<file path="src/rtl/store_monitor_pkg.sv">
// ============================================================================
// Module   : store_monitor_pkg
// Brief    : Shared types, fail codes and store-log entry layout.
// Revision : 1.0
// ============================================================================
`default_nettype none

package store_monitor_pkg;

  typedef enum logic [1:0] {
    RUN  = 2'd0,
    PASS = 2'd1,
    FAIL = 2'd2
  } state_t;

  localparam logic [1:0] FC_NONE    = 2'd0;
  localparam logic [1:0] FC_DATA    = 2'd1;
  localparam logic [1:0] FC_ALIGN   = 2'd2;
  localparam logic [1:0] FC_TIMEOUT = 2'd3;

  localparam int ENTRY_W  = 96;
  localparam int OFF_DATA = 0;
  localparam int OFF_ADDR = 32;
  localparam int OFF_PC   = 64;

  function automatic logic [ENTRY_W-1:0] pack_entry(
    input logic [31:0] i_pc,
    input logic [31:0] i_addr,
    input logic [31:0] i_data
  );
    logic [ENTRY_W-1:0] e;
    e = '0;
    e[OFF_PC   +: 32] = i_pc;
    e[OFF_ADDR +: 32] = i_addr;
    e[OFF_DATA +: 32] = i_data;
    return e;
  endfunction

endpackage

`default_nettype wire

</file>
<file path="src/rtl/sync_fifo.sv">
// ============================================================================
// Module   : sync_fifo
// Brief    : First-word-fall-through FIFO; reports pushes it had to drop.
// Revision : 1.0
// ============================================================================
`default_nettype none

module sync_fifo #(
  parameter int WIDTH = 96,
  parameter int DEPTH = 8
) (
  input  logic                     clk,
  input  logic                     reset_n,
  input  logic                     i_push,
  input  logic [WIDTH-1:0]         i_data,
  input  logic                     i_pop,
  output logic [WIDTH-1:0]         o_data,
  output logic                     o_valid,
  output logic                     o_drop,
  output logic [$clog2(DEPTH):0]   o_count
);

  localparam int AW = $clog2(DEPTH);
  localparam logic [AW:0] c_depth = (AW+1)'(DEPTH);

  logic [WIDTH-1:0] r_mem [DEPTH];
  logic [AW-1:0]    r_wptr;
  logic [AW-1:0]    r_rptr;
  logic [AW:0]      r_count;

  logic w_empty;
  logic w_full;
  logic w_pop;
  logic w_push;

  assign w_empty = (r_count == '0);
  assign w_full  = (r_count == c_depth);
  // A pop on an empty FIFO is ignored; a pop frees the slot a full-FIFO push needs.
  assign w_pop   = i_pop && !w_empty;
  assign w_push  = i_push && (!w_full || w_pop);

  always_ff @(posedge clk or negedge reset_n) begin
    if (!reset_n) begin
      r_wptr  <= '0;
      r_rptr  <= '0;
      r_count <= '0;
    end else begin
      if (w_push) r_wptr <= r_wptr + AW'(1);
      if (w_pop)  r_rptr <= r_rptr + AW'(1);
      case ({w_push, w_pop})
        2'b10:   r_count <= r_count + (AW+1)'(1);
        2'b01:   r_count <= r_count - (AW+1)'(1);
        default: r_count <= r_count;
      endcase
    end
  end

  always_ff @(posedge clk) begin
    if (w_push) r_mem[r_wptr] <= i_data;
  end

  assign o_data  = w_empty ? '0 : r_mem[r_rptr];
  assign o_valid = !w_empty;
  assign o_drop  = i_push && !w_push;
  assign o_count = r_count;

endmodule

`default_nettype wire

</file>
<file path="src/rtl/store_monitor.sv">
// ============================================================================
// Module   : store_monitor
// Brief    : Logs data-memory stores and latches a pass/fail verdict.
// Revision : 1.0
// ============================================================================
`default_nettype none

module store_monitor
  import store_monitor_pkg::*;
#(
  parameter int          DEPTH     = 8,
  parameter logic [31:0] PASS_ADDR = 32'd84,
  parameter logic [31:0] PASS_DATA = 32'd7,
  parameter int          TIMEOUT   = 32
) (
  input  logic                   clk,
  input  logic                   reset_n,
  input  logic                   memwrite,
  input  logic [31:0]            dataaddr,
  input  logic [31:0]            writedata,
  input  logic [31:0]            pc,
  input  logic                   rd_en,
  output logic                   rd_valid,
  output logic [31:0]            rd_pc,
  output logic [31:0]            rd_addr,
  output logic [31:0]            rd_data,
  output logic [$clog2(DEPTH):0] count,
  output logic                   overflow,
  output logic                   done,
  output logic                   pass,
  output logic                   fail,
  output logic [1:0]             fail_code
);

  localparam int TW = $clog2(TIMEOUT);
  localparam logic [TW-1:0] c_tmo_last = TW'(TIMEOUT - 1);

  state_t           r_state;
  state_t           w_state_nxt;
  logic [1:0]       r_fail_code;
  logic [1:0]       w_code_nxt;
  logic [TW-1:0]    r_tmo_cnt;
  logic             r_overflow;
  logic             w_push;
  logic             w_drop;
  logic [ENTRY_W-1:0] w_head;

  assign w_push = memwrite && (r_state == RUN);

  sync_fifo #(
    .WIDTH (ENTRY_W),
    .DEPTH (DEPTH)
  ) u_fifo (
    .clk     (clk),
    .reset_n (reset_n),
    .i_push  (w_push),
    .i_data  (pack_entry(pc, dataaddr, writedata)),
    .i_pop   (rd_en),
    .o_data  (w_head),
    .o_valid (rd_valid),
    .o_drop  (w_drop),
    .o_count (count)
  );

  // A verdict store in the last RUN cycle wins over the timeout.
  always_comb begin
    w_state_nxt = r_state;
    w_code_nxt  = r_fail_code;
    if (r_state == RUN) begin
      if (memwrite && (dataaddr[1:0] != 2'b00)) begin
        w_state_nxt = FAIL;
        w_code_nxt  = FC_ALIGN;
      end else if (memwrite && (dataaddr == PASS_ADDR)) begin
        if (writedata == PASS_DATA) begin
          w_state_nxt = PASS;
        end else begin
          w_state_nxt = FAIL;
          w_code_nxt  = FC_DATA;
        end
      end else if (r_tmo_cnt == c_tmo_last) begin
        w_state_nxt = FAIL;
        w_code_nxt  = FC_TIMEOUT;
      end
    end
  end

  always_ff @(posedge clk or negedge reset_n) begin
    if (!reset_n) begin
      r_state     <= RUN;
      r_fail_code <= FC_NONE;
      r_tmo_cnt   <= '0;
      r_overflow  <= 1'b0;
    end else begin
      r_state     <= w_state_nxt;
      r_fail_code <= w_code_nxt;
      if (r_state == RUN) r_tmo_cnt <= r_tmo_cnt + TW'(1);
      if (w_drop)         r_overflow <= 1'b1;
    end
  end

  assign rd_pc     = w_head[OFF_PC   +: 32];
  assign rd_addr   = w_head[OFF_ADDR +: 32];
  assign rd_data   = w_head[OFF_DATA +: 32];
  assign overflow  = r_overflow;
  assign done      = (r_state != RUN);
  assign pass      = (r_state == PASS);
  assign fail      = (r_state == FAIL);
  assign fail_code = r_fail_code;

endmodule

`default_nettype wire

</file>
<file path="config.mk">
export PLATFORM = sky130hd
export DESIGN_NAME = store_monitor
export DESIGN_NICKNAME = d
export VERILOG_FILES = /design/src/rtl/store_monitor_pkg.sv /design/src/rtl/sync_fifo.sv /design/src/rtl/store_monitor.sv
export SDC_FILE = /design/constraint.sdc
export NUM_CORES = 1
export LEC_CHECK = 0
export CORE_ASPECT_RATIO = 1.1
export CORE_MARGIN = 2
export CORE_UTILIZATION = 55
export CTS_CLUSTER_SIZE = 8
export DETAILED_ROUTE_END_ITERATION = 12
export PLACE_DENSITY = 0.74
export SLEW_MARGIN = 15
export SYNTH_ARGS = -nofsm -noshare
export SYNTH_HDL_FRONTEND = slang
export SYNTH_SLANG_ARGS = --single-unit
</file>
<file path="constraint.sdc">
create_clock -name clk -period 11.07 [get_ports clk]
set_clock_uncertainty 0.05 [all_clocks]
set_input_delay 2.7675 -clock clk [delete_from_list [all_inputs] [get_ports clk]]
set_output_delay 2.7675 -clock clk [all_outputs]
set_load 0.005 [all_outputs]
</file>
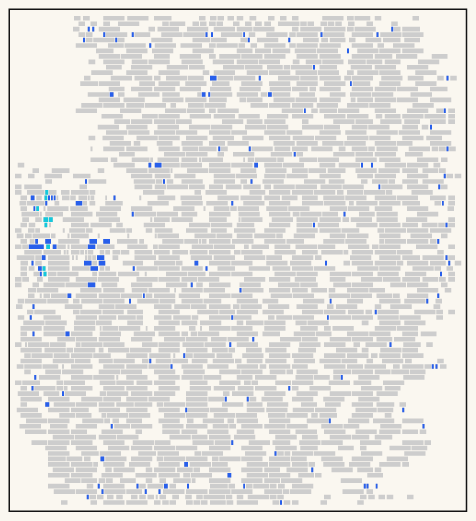
run_1/gate_families.png
Drawn at 2 px/um.
NOR gates: in blue, cells 136, most used nor2_1, where all over the die. inverting AOI/OAI gates: in cyan, cells 9, most used a21oi_1, where west.

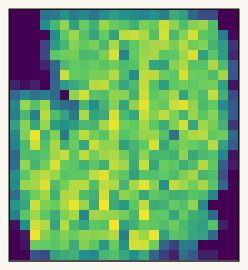
run_1/density.png
Drawn at 1 px/um. The die is cut into 23 by 25 equal tiles; dark purple is low, yellow is high, 0 to 100% covered.
8.7% of the tiles are nearly empty. The fullest tile reaches 99%. The mean over all tiles is 62%. The emptiest ninth of the die: north-west.

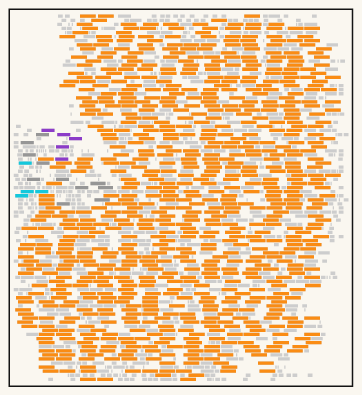
run_1/registers.png
Drawn at 1.5 px/um.
u_fifo.o_count: in cyan, sequential cells 4, where west. r_tmo_cnt: in purple, sequential cells 5. u_fifo.r_mem: in orange, sequential cells 768, where all over the die.

==> impl_table.tex, run 1 <==
% Synthesis and place-and-route results
\begin{tabular}{lr}
\hline
Metric & Value \\
\hline
\multicolumn{2}{l}{\textbf{Worst hold path}} \\
Class of the worst hold path & register to register \\
Worst Hold Launch & r\_tmo\_cnt[3] \\
Worst Hold Endpoint & r\_tmo\_cnt[3] \\
Number of stages on the worst hold path & 1 \\
\multicolumn{2}{l}{\textbf{Logic synthesis}} \\
Yosys reg bits & 788 \\
XOR/XNOR share of the synthesized area & 0.318\% \\
Adder and majority gate portion of the synthesized area & 0.289\% \\
Top cells by instance count after synthesis & sky130\_fd\_sc\_hd\_\_edfxtp\_1 (768), sky130\_fd\_sc\_hd\_\_mux4\_2 (192), sky130\_fd\_sc\_hd\_\_nor2\_1 (111) \\
Chip area in the Yosys report & 0.0303 mm2 \\
Total number of yosys warnings & 0 \\
Mapped cell area & 0.0303 mm2 \\
Instance tally after logic synthesis & 1341 \\
Share of synthesized cell area in and-or and or-and compound cells & 0.252\% \\
Async set or reset register ratio after synthesis & 2.54\% \\
Average size of a mapped cell & 22.6 um2 \\
Tally of unique sky130hd cells used after synthesis & 40 \\
Most frequent cell after synthesis & sky130\_fd\_sc\_hd\_\_edfxtp\_1 \\
Area fraction in mux cells & 17.6\% \\
Main area contributors & sky130\_fd\_sc\_hd\_\_edfxtp\_1 (76\%), sky130\_fd\_sc\_hd\_\_mux4\_2 (14\%), sky130\_fd\_sc\_hd\_\_mux2i\_1 (3.2\%) \\
Portion of synthesized cell area occupied by the leading cell type & 76.0\% \\
EDFF count, synth & 768 \\
Simple-gate share of the synthesized area & 2.38\% \\
Most instantiated flip-flop cell in the synthesis netlist & sky130\_fd\_sc\_hd\_\_edfxtp\_1 \\
Syn\_nets & 1448 \\
Synth area leader & sky130\_fd\_sc\_hd\_\_edfxtp\_1 \\
Sequential cell area fraction in the yosys report & 77.7\% \\
Cell count listed in synth\_stat.txt & 1341 \\
\multicolumn{2}{l}{\textbf{Finish}} \\
Cell class ranked first by area & registers \\
Count of plain and timing-repair buffers & 228 \\
Post-Layout Inst Area & 0.0361 mm2 \\
Number of logic inverters in the finished layout & 5 \\
Count of nets after finishing & 1721 \\
Most common cell after layout, fill and taps aside & sky130\_fd\_sc\_hd\_\_edfxtp\_1 \\
Combinational gate count & 483 \\
Clock network area share & 8.03\% \\
Layout cell share with drive strength beyond 1 & 21.2\% \\
Final-layout non-clock buffer area share & 6.28\% \\
Most numerous logic cells after layout & sky130\_fd\_sc\_hd\_\_edfxtp\_1 (768), sky130\_fd\_sc\_hd\_\_clkdlybuf4s50\_1 (206), sky130\_fd\_sc\_hd\_\_mux4\_2 (192) \\
Area taken by flip-flops and latches & 0.0236 mm2 \\
Final Non-Filler Cells & 2377 \\
Proportion of cell area occupied by registers & 65.4\% \\
Tally of clock buffers in the finished layout & 130 \\
Sequential cell count & 788 \\
Comb area share & 17.7\% \\
Area growth from synthesis to final layout & 18.9\% \\
ANT cells & 1 \\
MI comb area & 0.00638 mm2 \\
Core Util, Final & 65.9\% \\
\# fillers & 3571 \\
\multicolumn{2}{l}{\textbf{Clock network}} \\
CTS tree & yes \\
Hold-fix buffers at CTS & 0 \\
Number of buffers added for setup after CTS & 0 \\
Quantity of gates resized following cts & 0 \\
Clk slew on worst S/H paths & 0.05 ns \\
Clock Latency Late Sink & 0.65 ns \\
Number of buffers created by CTS & 108 \\
Number of buffers between clock root and the deepest sink & 3 \\
H-Tree Level Count & 3 \\
Sinks on the clock net & 788 \\
CTS root buffer & sky130\_fd\_sc\_hd\_\_clkbuf\_16 \\
\multicolumn{2}{l}{\textbf{GRT}} \\
Total grt overflow & 0 \\
Wire length of the first global-routing pass & 94.9 mm \\
Number of antenna violations at the first check in global routing & 6 \\
M3 GR Usage & 4.29\% \\
Met2 global-route usage & 37.4\% \\
Global routing usage summed across all routing layers & 22.5\% \\
Top Usage Layer GRT & met2 \\
Met1 Resource Use GR & 30.5\% \\
Number of global-route vias before repair & 15200 \\
Largest net degree at the start of global routing & 149 \\
\multicolumn{2}{l}{\textbf{Detailed routing}} \\
Initial detailed-routing violation count & 1191 \\
Number of antenna-violating nets in the routed design & 0 \\
Routed metal-1 wirelength & 25.9 mm \\
Metal2 WL & 32.4 mm \\
DRC errors left & 0 \\
Via Count & 14300 \\
Vias/cell & 6.02 \\
Detailed Route WL & 63.5 mm \\
Top routing layer in use & met5 \\
TritonRoute pass-1 iters & 5 \\
Per-cell routed wire length & 26.7 um \\
Met3 wire length & 3.77 mm \\
\multicolumn{2}{l}{\textbf{Critical path}} \\
RR Startpoint & r\_state[1] \\
Data required time at the worst endpoint & 8.25 ns \\
Stage delay of the slowest cell on the critical path & 1.24 ns \\
Critical Path Start & u\_fifo.r\_rptr[2] \\
R2R setup slack & 7.11 ns \\
Element type at the critical path start & register \\
Slowest CP cell & sky130\_fd\_sc\_hd\_\_dfrtp\_4 \\
RR Endpoint & u\_fifo.r\_mem[3][0] \\
End point of the critical path & rd\_addr[17] \\
Maximum fanout encountered on the critical timing path & 52 \\
Worst setup EP type & output pin \\
R2R cell count & 7 \\
Worst Path Class, Setup & register to output pin \\
Arr. time, crit path & 3.99 ns \\
\multicolumn{2}{l}{\textbf{Placed design}} \\
Cell area after placement & 0.0332 mm2 \\
RePlAce Congestion & 0.752 \\
HPWL after detailed placement & 33.8 mm \\
Worst setup slack after placement & 4.57 ns \\
Number of instances in the placed design & 2240 \\
Number of input and output port buffers inserted & 206 \\
\multicolumn{2}{l}{\textbf{Pwr}} \\
Proportion of power drawn by the clock network & 33.0\% \\
Final Power & 8.69 mW \\
Sequential share of power & 39.7\% \\
Design internal power & 6.43 mW \\
Switching component of the power & 2.26 mW \\
Switching power share of the total & 26.0\% \\
Logic gate share of total power & 27.2\% \\
Pwr/cell area & 241 mW/mm2 \\
Leakage & 11.7 nW \\
\multicolumn{2}{l}{\textbf{Final timing}} \\
Setup total negative slack & 0 ns \\
Final setup slack of the worst path & 4.26 ns \\
Final worst path period share & 61.5\% \\
Final period demand of the worst path & 6.81 ns \\
Max Clk Rate & 147 MHz \\
RSZ-0062 raised after global routing & no \\
Final hold slack & 0.439 ns \\
Tightest Pin Transition & 1.23 ns \\
Setup-violating endpoint count in the final report & 0 \\
Hold Fails Final Rpt & 0 \\
Tightest slew margin relative to the limit & 18.0\% \\
Count of final max-slew check failures & 0 \\
\multicolumn{2}{l}{\textbf{Outcome}} \\
Run status & completed \\
\multicolumn{2}{l}{\textbf{Floorplan}} \\
DIE WIDTH & 228 um \\
Floorplan row count & 90 \\
Well-Tap Cells & 736 \\
Area of the die & 0.0570 mm2 \\
Number of placed I/O pins & 207 \\
Initial core utilization & 55.4\% \\
Core footprint & 0.0547 mm2 \\
Chip height & 250 um \\
\multicolumn{2}{l}{\textbf{Job}} \\
MaxCap Viol Count & 0 \\
\hline
\end{tabular}
run 1: sequential cells by signal, summed over array words and instances, names as in the netlist:
signal	cells
u_fifo.r_wptr	3
fail_code	2
overflow	1
r_state	2
u_fifo.r_mem	768
r_tmo_cnt	5
u_fifo.r_rptr	3
u_fifo.o_count	4
run 1: power groups by stage:
stage	Combinational, mW	Clock (mW)	Sequential [mW]
after detailed placement	2.40	0	3.50
after CTS	2.42	2.92	3.45
after global routing	2.54	3.03	3.45
after global placement	2.39	0	3.50
after floorplan	1.54	0	3.36
final	2.37	2.87	3.45
run 1: worst max-delay path: cells and delay by family, from the launching register on:
kind / cells / cell delay (ns)
buf+inv: 2 / 1.51
flops: 1 / 1.24
simple gates: 1 / 0.34
mux: 1 / 0.22
==> inputs of run 2 (changes only) <==
CORE_UTILIZATION = 53   (was 55)
PLACE_DENSITY = 0.75   (was 0.74)
clock period = 6 ns   (was 11.07 ns; I/O delays follow)
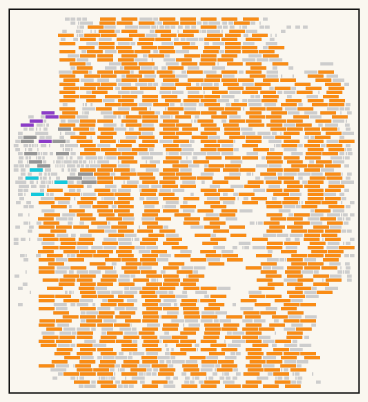
run_2/registers.png
Drawn at 1.5 px/um.
u_fifo.r_mem: in orange, sequential cells 768, where all over the die. r_tmo_cnt: in purple, sequential cells 5. u_fifo.o_count: in cyan, sequential cells 4, where west.
Another 11 sequential cells are not coloured.

==> run 2 against run 1 <==
  * Area after synthesis stayed put
  * Largest cell class unchanged
  * Clock power is 86% higher
  * Power is 86% higher
  * Worst setup slack worse by 3.3 ns
  * Flip-flop count stayed put
  * Via count is 1.2% higher
  * Hold slack worse by 0.016 ns
  * Utilization is 1.4 points lower
  * Critical path depth is 1 higher
==> impl_table.tex, run 2 <==
% Synthesis and place-and-route results
\begin{tabular}{lr}
\hline
Metric & Value \\
\hline
\multicolumn{2}{l}{\textbf{Final timing}} \\
Final period demand of the worst path & 5.06 ns \\
Hold Fails Final Rpt & 0 \\
Final setup slack of the worst path & 0.944 ns \\
Tightest slew margin relative to the limit & 32.9\% \\
Tightest Pin Transition & 1.01 ns \\
\multicolumn{2}{l}{\textbf{Finish}} \\
Clock network area share & 7.94\% \\
Cell class ranked first by area & registers \\
Most common cell after layout, fill and taps aside & sky130\_fd\_sc\_hd\_\_edfxtp\_1 \\
Final Non-Filler Cells & 2389 \\
Number of logic inverters in the finished layout & 5 \\
Most flops, register & u\_fifo.r\_mem \\
MI comb area & 0.00639 mm2 \\
Comb area share & 17.6\% \\
Area growth from synthesis to final layout & 19.8\% \\
Final-layout non-clock buffer area share & 6.96\% \\
Sequential cell count & 788 \\
\multicolumn{2}{l}{\textbf{Clock network}} \\
Clock Latency Late Sink & 0.64 ns \\
Clk slew on worst S/H paths & 0.05 ns \\
Hold-fix buffers at CTS & 0 \\
Number of buffers between clock root and the deepest sink & 3 \\
Quantity of gates resized following cts & 0 \\
CTS root buffer & sky130\_fd\_sc\_hd\_\_clkbuf\_16 \\
CTS tree & yes \\
\multicolumn{2}{l}{\textbf{Floorplan}} \\
DIE WIDTH & 232 um \\
Floorplan row count & 91 \\
Area of the die & 0.0592 mm2 \\
Number of placed I/O pins & 207 \\
\multicolumn{2}{l}{\textbf{Logic synthesis}} \\
Most instantiated flip-flop cell in the synthesis netlist & sky130\_fd\_sc\_hd\_\_edfxtp\_1 \\
Total number of yosys warnings & 0 \\
Average size of a mapped cell & 22.6 um2 \\
Main area contributors & sky130\_fd\_sc\_hd\_\_edfxtp\_1 (76\%), sky130\_fd\_sc\_hd\_\_mux4\_2 (14\%), sky130\_fd\_sc\_hd\_\_mux2i\_1 (3.2\%) \\
Synth area leader & sky130\_fd\_sc\_hd\_\_edfxtp\_1 \\
Top cells by instance count after synthesis & sky130\_fd\_sc\_hd\_\_edfxtp\_1 (768), sky130\_fd\_sc\_hd\_\_mux4\_2 (192), sky130\_fd\_sc\_hd\_\_nor2\_1 (111) \\
Sequential cell area fraction in the yosys report & 77.7\% \\
EDFF count, synth & 768 \\
Async set or reset register ratio after synthesis & 2.54\% \\
Cell count listed in synth\_stat.txt & 1341 \\
\multicolumn{2}{l}{\textbf{Outcome}} \\
Run status & completed \\
\multicolumn{2}{l}{\textbf{GRT}} \\
Number of antenna violations at the first check in global routing & 3 \\
Global routing usage summed across all routing layers & 22.3\% \\
Wire length of the first global-routing pass & 96.5 mm \\
Largest net degree at the start of global routing & 99 \\
\multicolumn{2}{l}{\textbf{Pwr}} \\
Pwr/cell area & 444 mW/mm2 \\
Final Power & 16.1 mW \\
Clock group total power & 5.33 mW \\
Sequential share of power & 39.4\% \\
Switching component of the power & 4.24 mW \\
Leakage & 11.8 nW \\
Max power group & sequential cells \\
Logic gate share of total power & 27.6\% \\
\multicolumn{2}{l}{\textbf{Placed design}} \\
Worst setup slack after placement & 1.60 ns \\
Number of input and output port buffers inserted & 206 \\
HPWL after detailed placement & 35.3 mm \\
\multicolumn{2}{l}{\textbf{Detailed routing}} \\
Per-cell routed wire length & 27.2 um \\
TritonRoute pass-1 iters & 5 \\
Initial detailed-routing violation count & 1289 \\
Via Count & 14500 \\
Detailed Route WL & 65.0 mm \\
DRC errors left & 0 \\
\multicolumn{2}{l}{\textbf{Critical path}} \\
Worst Path Class, Setup & register to output pin \\
RR Startpoint & r\_state[0] \\
Number of gates on the worst path with buffers counted & 5 \\
Element type at the critical path start & register \\
Critical Path Start & u\_fifo.r\_rptr[1] \\
Buffers and inverters on the worst path & 2 \\
Maximum fanout encountered on the critical timing path & 59 \\
R2R setup slack & 2.95 ns \\
Stage delay of the slowest cell on the critical path & 1.03 ns \\
\multicolumn{2}{l}{\textbf{Worst hold path}} \\
Worst Hold Endpoint & r\_tmo\_cnt[3] \\
Number of stages on the worst hold path & 1 \\
\hline
\end{tabular}
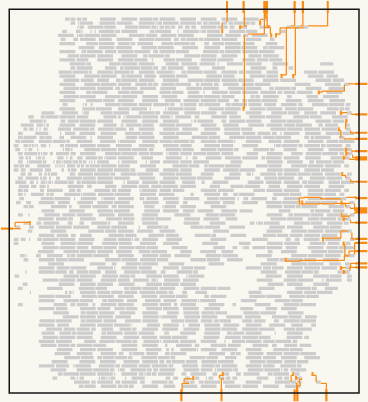
run_2/port_nets.png
Drawn at 1.5 px/um.
rd_pc: in orange, bits 32, direction output, edge 18 east, 8 north, 5 south, 1 west, end cells 32, buffers 32, wire 683 um.

==> run 2: cells by family after synthesis <==
group | count (synthesis) | synth area share [%]
DFF | 788 | 77.7
muxes | 293 | 17.6
and+or+nand+nor | 160 | 2.38
buffers and inverters | 70 | 1.47
AOI/OAI and AO/OA | 12 | 0.252
xor gates and xnor gates | 11 | 0.318
adders and majority gates | 7 | 0.289
==> run 2: routing by layer <==
| layer | track usage [%] | part of all wire [%] |
|---|---|---|
| met5 | 0 | 0.035 |
| met2 | 36.6 | 50 |
| met3 | 3.57 | 6.6 |
| met1 | 30.9 | 41 |
| met4 | 8.15 | 2.7 |
==> run 2: worst reg2reg max path: cells and delay by family, from the launching register on <==
family | cells | cell delay, ns
simple gates | 5 | 1.89
buf+inv | 1 | 0.34
flops | 1 | 0.42
Power is estimated from default activity; no workload was simulated.
